<file path="src/rtl/dlfloat_mac_host_link.sv">
// Host-side link for the DLfloat MAC byte interface.
//
// Accepts one operand pair per valid/ready handshake and drives it onto the
// MAC's 16-bit input bus as two phase-aligned beats (A on ph=0, B on ph=1).
// After a fixed latency it reassembles the MAC's serialized result bytes
// (MSB byte, then LSB byte) into a 16-bit word and offers that word on a
// valid/ready result port. The block does no arithmetic; it only moves data.
//
// Ports:
//   clk        clock, rising edge
//   rst        asynchronous active-high reset
//   op_valid   operand pair offered
//   op_ready   block accepts an operand pair (IDLE and not in reset)
//   op_a/op_b  DLfloat operands A and B
//   bus_out    registered MAC input bus; zero outside the two beat cycles
//   c_byte     serialized MAC result byte stream
//   res_valid  result word available
//   res_ready  consumer takes the result
//   res_data   reassembled result word
//   res_nan    res_data == 16'hFFFF
//   busy       FSM is not idle
module dlfloat_mac_host_link #(
  parameter int unsigned RESULT_LAT = 4,
  parameter bit          MSB_PHASE  = 1'b0
) (
  input  logic        clk,
  input  logic        rst,
  input  logic        op_valid,
  output logic        op_ready,
  input  logic [15:0] op_a,
  input  logic [15:0] op_b,
  output logic [15:0] bus_out,
  input  logic [7:0]  c_byte,
  output logic        res_valid,
  input  logic        res_ready,
  output logic [15:0] res_data,
  output logic        res_nan,
  output logic        busy
);

  typedef enum logic [2:0] {
    StIdle,
    StSync,
    StBeatA,
    StBeatB,
    StWait,
    StHold
  } state_t;

  state_t      state;
  logic        ph;
  logic [15:0] a_lat;
  logic [15:0] b_lat;
  logic [7:0]  msb_hold;
  logic [7:0]  lat_cnt;

  // rst is checked directly so op_ready drops the instant reset asserts.
  assign op_ready = (state == StIdle) && !rst;
  assign busy     = (state != StIdle);

  always_ff @(posedge clk or posedge rst) begin
    if (rst) begin
      state     <= StIdle;
      ph        <= 1'b0;
      a_lat     <= '0;
      b_lat     <= '0;
      msb_hold  <= '0;
      lat_cnt   <= '0;
      bus_out   <= '0;
      res_valid <= 1'b0;
      res_data  <= '0;
      res_nan   <= 1'b0;
    end else begin
      // ph mirrors the MAC's beat phase, which starts counting at reset release.
      ph      <= ~ph;
      bus_out <= '0;
      unique case (state)
        StIdle: begin
          if (op_valid) begin
            a_lat <= op_a;
            b_lat <= op_b;
            // Beat A must land on ph=0; if the next cycle is ph=1, burn one cycle.
            if (ph) begin
              state   <= StBeatA;
              bus_out <= op_a;
            end else begin
              state <= StSync;
            end
          end
        end
        StSync: begin
          state   <= StBeatA;
          bus_out <= a_lat;
        end
        StBeatA: begin
          state   <= StBeatB;
          bus_out <= b_lat;
        end
        StBeatB: begin
          state   <= StWait;
          lat_cnt <= 8'(RESULT_LAT);
        end
        StWait: begin
          if (lat_cnt != 8'd0) begin
            lat_cnt <= lat_cnt - 8'd1;
          end
          if (ph == MSB_PHASE) begin
            msb_hold <= c_byte;
          end else if (lat_cnt == 8'd0) begin
            // Capture only on an LSB cycle so the word is never split across pairs.
            res_data  <= {msb_hold, c_byte};
            res_nan   <= ({msb_hold, c_byte} == 16'hFFFF);
            res_valid <= 1'b1;
            state     <= StHold;
          end
        end
        StHold: begin
          if (res_ready) begin
            res_valid <= 1'b0;
            state     <= StIdle;
          end
        end
        default: state <= StIdle;
      endcase
    end
  end

endmodule

</file>
<file path="config.mk">
export PLATFORM = sky130hd
export DESIGN_NAME = dlfloat_mac_host_link
export DESIGN_NICKNAME = d
export VERILOG_FILES = /design/src/rtl/dlfloat_mac_host_link.sv
export SDC_FILE = /design/constraint.sdc
export NUM_CORES = 1
export LEC_CHECK = 0
export ABC_AREA = 1
export CAP_MARGIN = 20
export CORE_ASPECT_RATIO = 0.7
export CORE_MARGIN = 4
export CORE_UTILIZATION = 50
export CTS_CLUSTER_DIAMETER = 50
export DETAILED_ROUTE_END_ITERATION = 6
export GPL_TIMING_DRIVEN = 0
export HOLD_SLACK_MARGIN = 0.06
export PLACE_DENSITY = 0.77
export SKIP_LAST_GASP = 1
export SYNTH_ARGS = -nofsm -noshare
export SYNTH_HDL_FRONTEND = slang
export SYNTH_SLANG_ARGS = --single-unit
</file>
<file path="constraint.sdc">
create_clock -name clk -period 3.1 [get_ports clk]
set_input_delay 0.465 -clock clk [delete_from_list [all_inputs] [get_ports clk]]
set_output_delay 0.465 -clock clk [all_outputs]
set_load 0.01 [all_outputs]
</file>
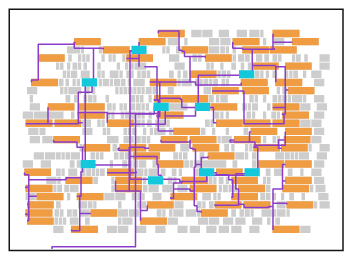
**Above:** run 1 (clock wires, drivers and flops).
Drawn at 3 px/um.
[orange] flip-flops | count: 86
[purple] clock wires | length: 1050 um
[cyan] clock drivers | count: 9
routed clock nets: 10
flops lie: spread over the die
Clock Power Share: 21.7%
worst skew pair latency: 0.37 ns
clk pwr: 802 uW
final setup skew: 0.01004 ns

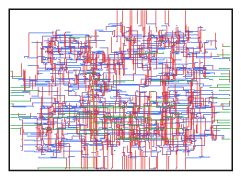
**Above:** run 1 (signal wires by layer).
Drawn at 2 px/um.
[green] metal 3 | wire length: 666 um
[blue] metal 1 | wire length: 4130 um
[red] metal 2 | wire length: 4090 um
[orange] metal 4 | wire length: 106 um
vias after detailed routing: 3105
global-route usage over all layers: 21.59%
Routed WL: 8992 um
WL/cell: 15.01 um

==> out/qor.txt, run 1 <==
Status = completed
Maximum vdd ir drop = 446.8 uV
Comb_multi_in = 242
Remaining antenna violation count = 0
Top Layout Cells = nand2_1 (96), dfrtp_1 (86), clkdlybuf4s50_1 (79), inv_1 (63), o21ai_0 (36)
Seq pwr share = 46.3%
Mapped Nets = 456
P_seq = 1720 uW
Ports = 80
Final setup vio count = 0
Delay-heaviest family, CP = buffers and inverters
Adder-Cell Fraction of Synth Area = 0.6775%
Largest cell class by area = sequential cells
Worst r2r src = lat_cnt[0]$_DFFE_PP0P_
Cell type with the largest total area = dfrtp_1
Ao+oa area frac = 12.20%
Vias per cell = 5.184
Mapped Area = 3694 um2
Clk root buf = clkbuf_8
Share of total power in combinational logic = 32.0%
Hold_ws = 0.4054 ns
Row Count = 25
Finished Layout Cells = 599
Worst reg2reg setup slack = 1.44 ns
Non-clock buffers = 96
Count leader, synth = nand2_1
Startpoint types = register
Chip width = 110.7 um
Internal power = 2432 uW
Comb area leader = simple AND/OR/NAND/NOR gates
Critical path, cell by cell = nor2_4 > nand2_2 > nor2_1 > clkdlybuf4s50_1
Critical Path RT = 2.63 ns
Core footprint = 6975 um2
Synth Seq Share = 58.27%
Yosys reg bits = 86
Setup Fix Bufs, Post-CTS = 0
Port Buffers = 79
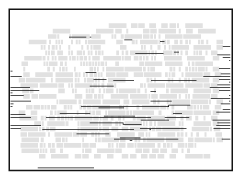
**Above:** run 1 (metal 3).
Drawn at 2 px/um.
main direction: horizontal
wire length on this layer: 666 um
share of all routed wire: 7.4%
nets with wire on the layer: 54
longest straight run: 52.2 um
GR Util met3: 6.591%

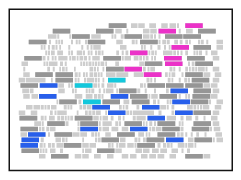
**Above:** run 1 (where the registers sit).
Drawn at 2 px/um.
[cyan] `state` | sequential cells: 3
[blue] `a_lat` | sequential cells: 16
[magenta] `msb_hold` | sequential cells: 8
not coloured: 59
final core occ: 69.20%
Reg area: 2152 um2
Seq/total area: 44.58%

## run 1: worst max path at each step
| stage | slack, ns | end | depth (start not counted) | from |
|---|---|---|---|---|
| finish | 0.81 | op_ready | 4 | state[1]$_DFFE_PP0P_ |
| global route | 0.68 | op_ready | 4 | state[1]$_DFFE_PP0P_ |
| CTS | 0.81 | op_ready | 4 | state[1]$_DFFE_PP0P_ |
| detailed placement | 1.00 | op_ready | 3 | rst |
| global placement | -0.93 | res_data[2]$_DFFE_PP0P_ | 2 | rst |
| floorplan | 0.41 | a_lat[0]$_DFFE_PP0P_ | 1 | rst |
## run 1: layer usage
metal | part of all wire [%] | vias to the layer above
met5 | 0 | -
met4 | 1.2 | 0
met3 | 7.4 | 10
met2 | 46 | 100
met1 | 46 | 1493
li1 | - | 1502
==> run 2, diff against run 1 <==
Settings changed: CORE_UTILIZATION 50 to 46, PLACE_DENSITY 0.77 to 0.74.
Clock period 3.1 ns to 1.9 ns, I/O delays scaled along.
==> run 2 against run 1 <==
Clock power is 95% higher. Global-route usage decreased by 1.8 points. Die area grew 7.9%. Setup slack got worse by 0.72 ns. Via count decreased by 1.3%. Utilization decreased by 6.3 points. Combinational power up 66%. Synthesized cell count is the same. Routed wire length down 0.99%. Final cell count is 1.7% higher. Worst hold slack got worse by 0.097 ns.
==> out/qor.txt, run 2 <==
Status = completed
Vias per cell = 5.033
Fin nets = 550
Internal power = 4244 uW
P_seq = 2790 uW
Mapped Nets = 456
Row Count = 27
Port Buffers = 79
Chip width = 115.1 um
Adder-Cell Fraction of Synth Area = 0.6775%
Worst path buffer plus inverter count = 2
Comb_multi_in = 242
WL/cell = 14.62 um
Seq pwr share = 44.3%
Seq/total area = 43.66%
Remaining antenna violation count = 0
Final core occ = 62.93%
Non-clock buffers = 99
DR WL met3 = 639 um
Critical path, cell by cell = inv_1 > nand2_4 > clkdlybuf4s50_1
Worst reg2reg setup slack = 0.29 ns
Worst Slack Setup Final = 0.09744 ns
Metal1 wirelength = 4104 um
CTS clk-pin slew, worst paths = 0.06 ns
Count leader, synth = nand2_1
Synth Seq Share = 58.27%
Critical Path RT = 1.62 ns
Cell type with the largest total area = dfrtp_1
Max_cap viols = 0
Startpoint types = register
Hold_ws = 0.3080 ns
Share of total power in combinational logic = 31.1%
Core footprint = 7838 um2
Met2 wire len = 4096 um
Ports = 80
Routed WL = 8903 um
Delay-heaviest family, CP = buffers and inverters
Vias after detailed routing = 3065
RSZ-0062 raised after global routing = no
Main flop type = dfrtp_1
PostCTS Resize Cnt = 2
Top Layout Cells = nand2_1 (96), dfrtp_1 (85), clkdlybuf4s50_1 (78), inv_1 (63), o21ai_0 (36)
Mapped Area = 3694 um2
Comb area leader = simple AND/OR/NAND/NOR gates
Worst r2r src = state[1]$_DFFE_PP0P_
Maximum vdd ir drop = 674.6 uV
Synth cell count leaders = nand2_1 (96), dfrtp_1 (86), inv_1 (64)
DRC viols = 0
Clk root buf = clkbuf_16
Placed Cells = 592
Reg area = 2153 um2
Largest cell class by area = sequential cells
Ao+oa area frac = 12.20%
Final setup vio count = 0
Finished Layout Cells = 609
==> run 2: netlist changes by cell type in the layout (fill, tap and decap cells not counted), moves of 2 or more <==
cell and change:
buf_4 +2, buf_12 +2, clkbuf_16 +9, clkinvlp_4 +2, clkbuf_1 +2, clkbuf_8 -9
==> run 2: how the worst max path moves through the flow <==
stage / end / depth (start not counted) / start / slack (ns)
6_report: busy / 3 / state[2]$_DFFE_PP0P_ / 0.1
2_1_floorplan: res_data[10]$_DFFE_PP0P_ / 8 / lat_cnt[0]$_DFFE_PP0P_ / 0.51
3_3_place_gp: res_data[10]$_DFFE_PP0P_ / 2 / rst / -0.34
4_1_cts: busy / 3 / state[2]$_DFFE_PP0P_ / 0.02
5_1_grt: busy / 3 / state[2]$_DFFE_PP0P_ / 0.03
3_5_place_dp: op_ready / 3 / rst / 0.17
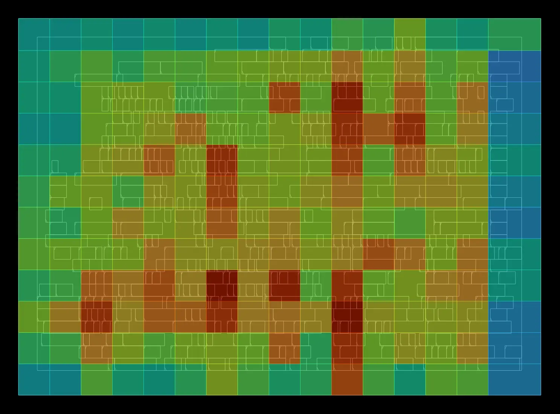
**Above:** run 2 (routing congestion map).
global-route usage over all layers: 19.81%
M2 GR Usage: 29.31%
GR Util met3: 5.317%

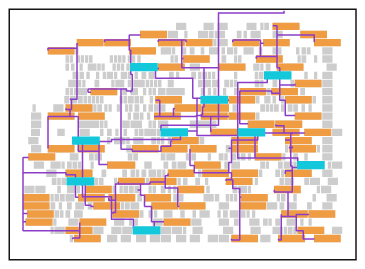
**Above:** run 2 (clock wires, drivers and flops).
Drawn at 3 px/um.
[purple] clock wires | length: 1050 um
[cyan] clock drivers | count: 9
[orange] flip-flops | count: 86
routed clock nets: 10
flops lie: spread over the die
final setup skew: 0.005484 ns
Clock Power Share: 24.6%
worst skew pair latency: 0.34 ns
clk pwr: 1560 uW

==> run 3, diff against run 2 <==
==> constraint.sdc (replaced) <==
create_clock -name clk -period 1.9 [get_ports clk]
set_input_delay 0.285 -clock clk [delete_from_list [all_inputs] [get_ports clk]]
set_output_delay 0.285 -clock clk [all_outputs]
set_load 0.05 [all_outputs]
==> run 3 against run 2 <==
Combinational power rose by 28%. Flip-flop count did not move. Synthesized cell count did not move. Count of clock-buffer cells in the layout did not move. Fmax rose by 0.76%. Worst hold slack got worse by 0.0014 ns. Via count fell by 0.36%. Non-clock buffer count fell by 2. Final cell count fell by 0.33%. Critical endpoint is now res_data[15]. Largest power group unchanged.
==> out/qor.txt, run 3 <==
Leakage = 0.002333 uW
Startpoint types = register
DR WL met3 = 610 um
Reg2Reg Depth = 4
Top Layer Used = met4
Final setup vio count = 0
Finished Layout Cells = 607
Flip-flops with a built-in enable = 0
Seq pwr share = 40.8%
Synth Seq Share = 58.27%
Crit path to = res_data[15]
Met2 wire len = 4069 um
Yosys reg bits = 86
Worst reg2reg setup slack = 0.27 ns
Cell type with the largest total area = dfrtp_1
Worst skew pair latency = 0.34 ns
Core footprint = 7838 um2
Port Buffers = 79
Comb area leader = simple AND/OR/NAND/NOR gates
Final setup skew = 0.005485 ns
Fin nets = 548
Status = completed
Setup Fix Bufs, Post-CTS = 0
Internal power = 4230 uW
Clk pwr = 1550 uW
Count leader, synth = nand2_1
Hold_ws = 0.3066 ns
GR Util met3 = 5.317%
CTS clk-pin slew, worst paths = 0.06 ns
Chip width = 115.1 um
Met1 GRT Util = 28.31%
Ports = 80
Ao+oa area frac = 12.20%
Max_cap viols = 0
Dpl ws = -0.09392 ns
Worst path buffer plus inverter count = 1
Clock Power Share = 22.7%
M2 GR Usage = 29.15%
Main flop type = dfrtp_1
PostCTS Resize Cnt = 6
Row Count = 27
P_seq = 2790 uW
Worst Slack Setup Final = 0.1110 ns
First-pass iteration count of the detailed router = 5
Critical Path RT = 1.62 ns
Placed Cells = 592
DRC viols = 0
Top Layout Cells = nand2_1 (96), dfrtp_1 (86), clkdlybuf4s50_1 (77), inv_1 (63), o21ai_0 (36)
Metal1 wirelength = 4120 um
Mapped Nets = 456
Remaining antenna violation count = 0
Delay-heaviest family, CP = buffers and inverters
Adder-Cell Fraction of Synth Area = 0.6775%
Crit path from = res_data[15]$_DFFE_PP0P_
Worst r2r src = state[2]$_DFFE_PP0P_
RSZ-0062 raised after global routing = no
Synth cell count leaders = nand2_1 (96), dfrtp_1 (86), inv_1 (64)
Share of total power in combinational logic = 36.5%
Critical path, cell by cell = clkdlybuf4s50_1
Mapped Area = 3694 um2
Clk root buf = clkbuf_16
==> run 3: final cells by class <==
type / count / area (um2) / share of cell area (%)
clock inverters: 4 / 25.02 / 0.5098
well taps: 101 / 126.4 / 2.575
multi-input cells: 242 / 1207 / 24.60
clock buffers: 11 / 232.7 / 4.741
flip-flops and latches: 86 / 2152 / 43.84
repair buffers: 81 / 827.0 / 16.85
inverters: 66 / 251.5 / 5.124
plain buffers: 16 / 86.33 / 1.759
==> run 3: stage by stage <==
step	total power, uW	util [%]
final	6844	62.63
after CTS	6917	62.71
after global placement	5219	58.88
after global routing	7350	62.63
after detailed placement	5332	59.39
after floorplan	4512	-
==> run 3: cells by family after synthesis <==
kind of cell,count (synthesis)
compound gates,77
fa+ha+maj,2
xor+xnor,2
flops,86
buf+inv,82
simple gates,161
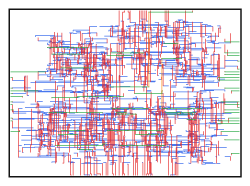
**Above:** run 3 (signal wires by layer).
Drawn at 2 px/um.
[orange] metal 4 | wire length: 62.6 um
[blue] metal 1 | wire length: 4120 um
[green] metal 3 | wire length: 611 um
[red] metal 2 | wire length: 4070 um
WL/cell: 14.60 um
Routed WL: 8864 um
vias after detailed routing: 3054
global-route usage over all layers: 19.75%

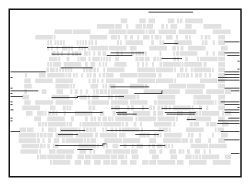
**Above:** run 3 (metal 3).
Drawn at 2 px/um.
main direction: horizontal
longest straight run: 28.1 um
wire length on this layer: 611 um
nets with wire on the layer: 50
share of all routed wire: 6.9%

Power and IR drop assume default switching activity.
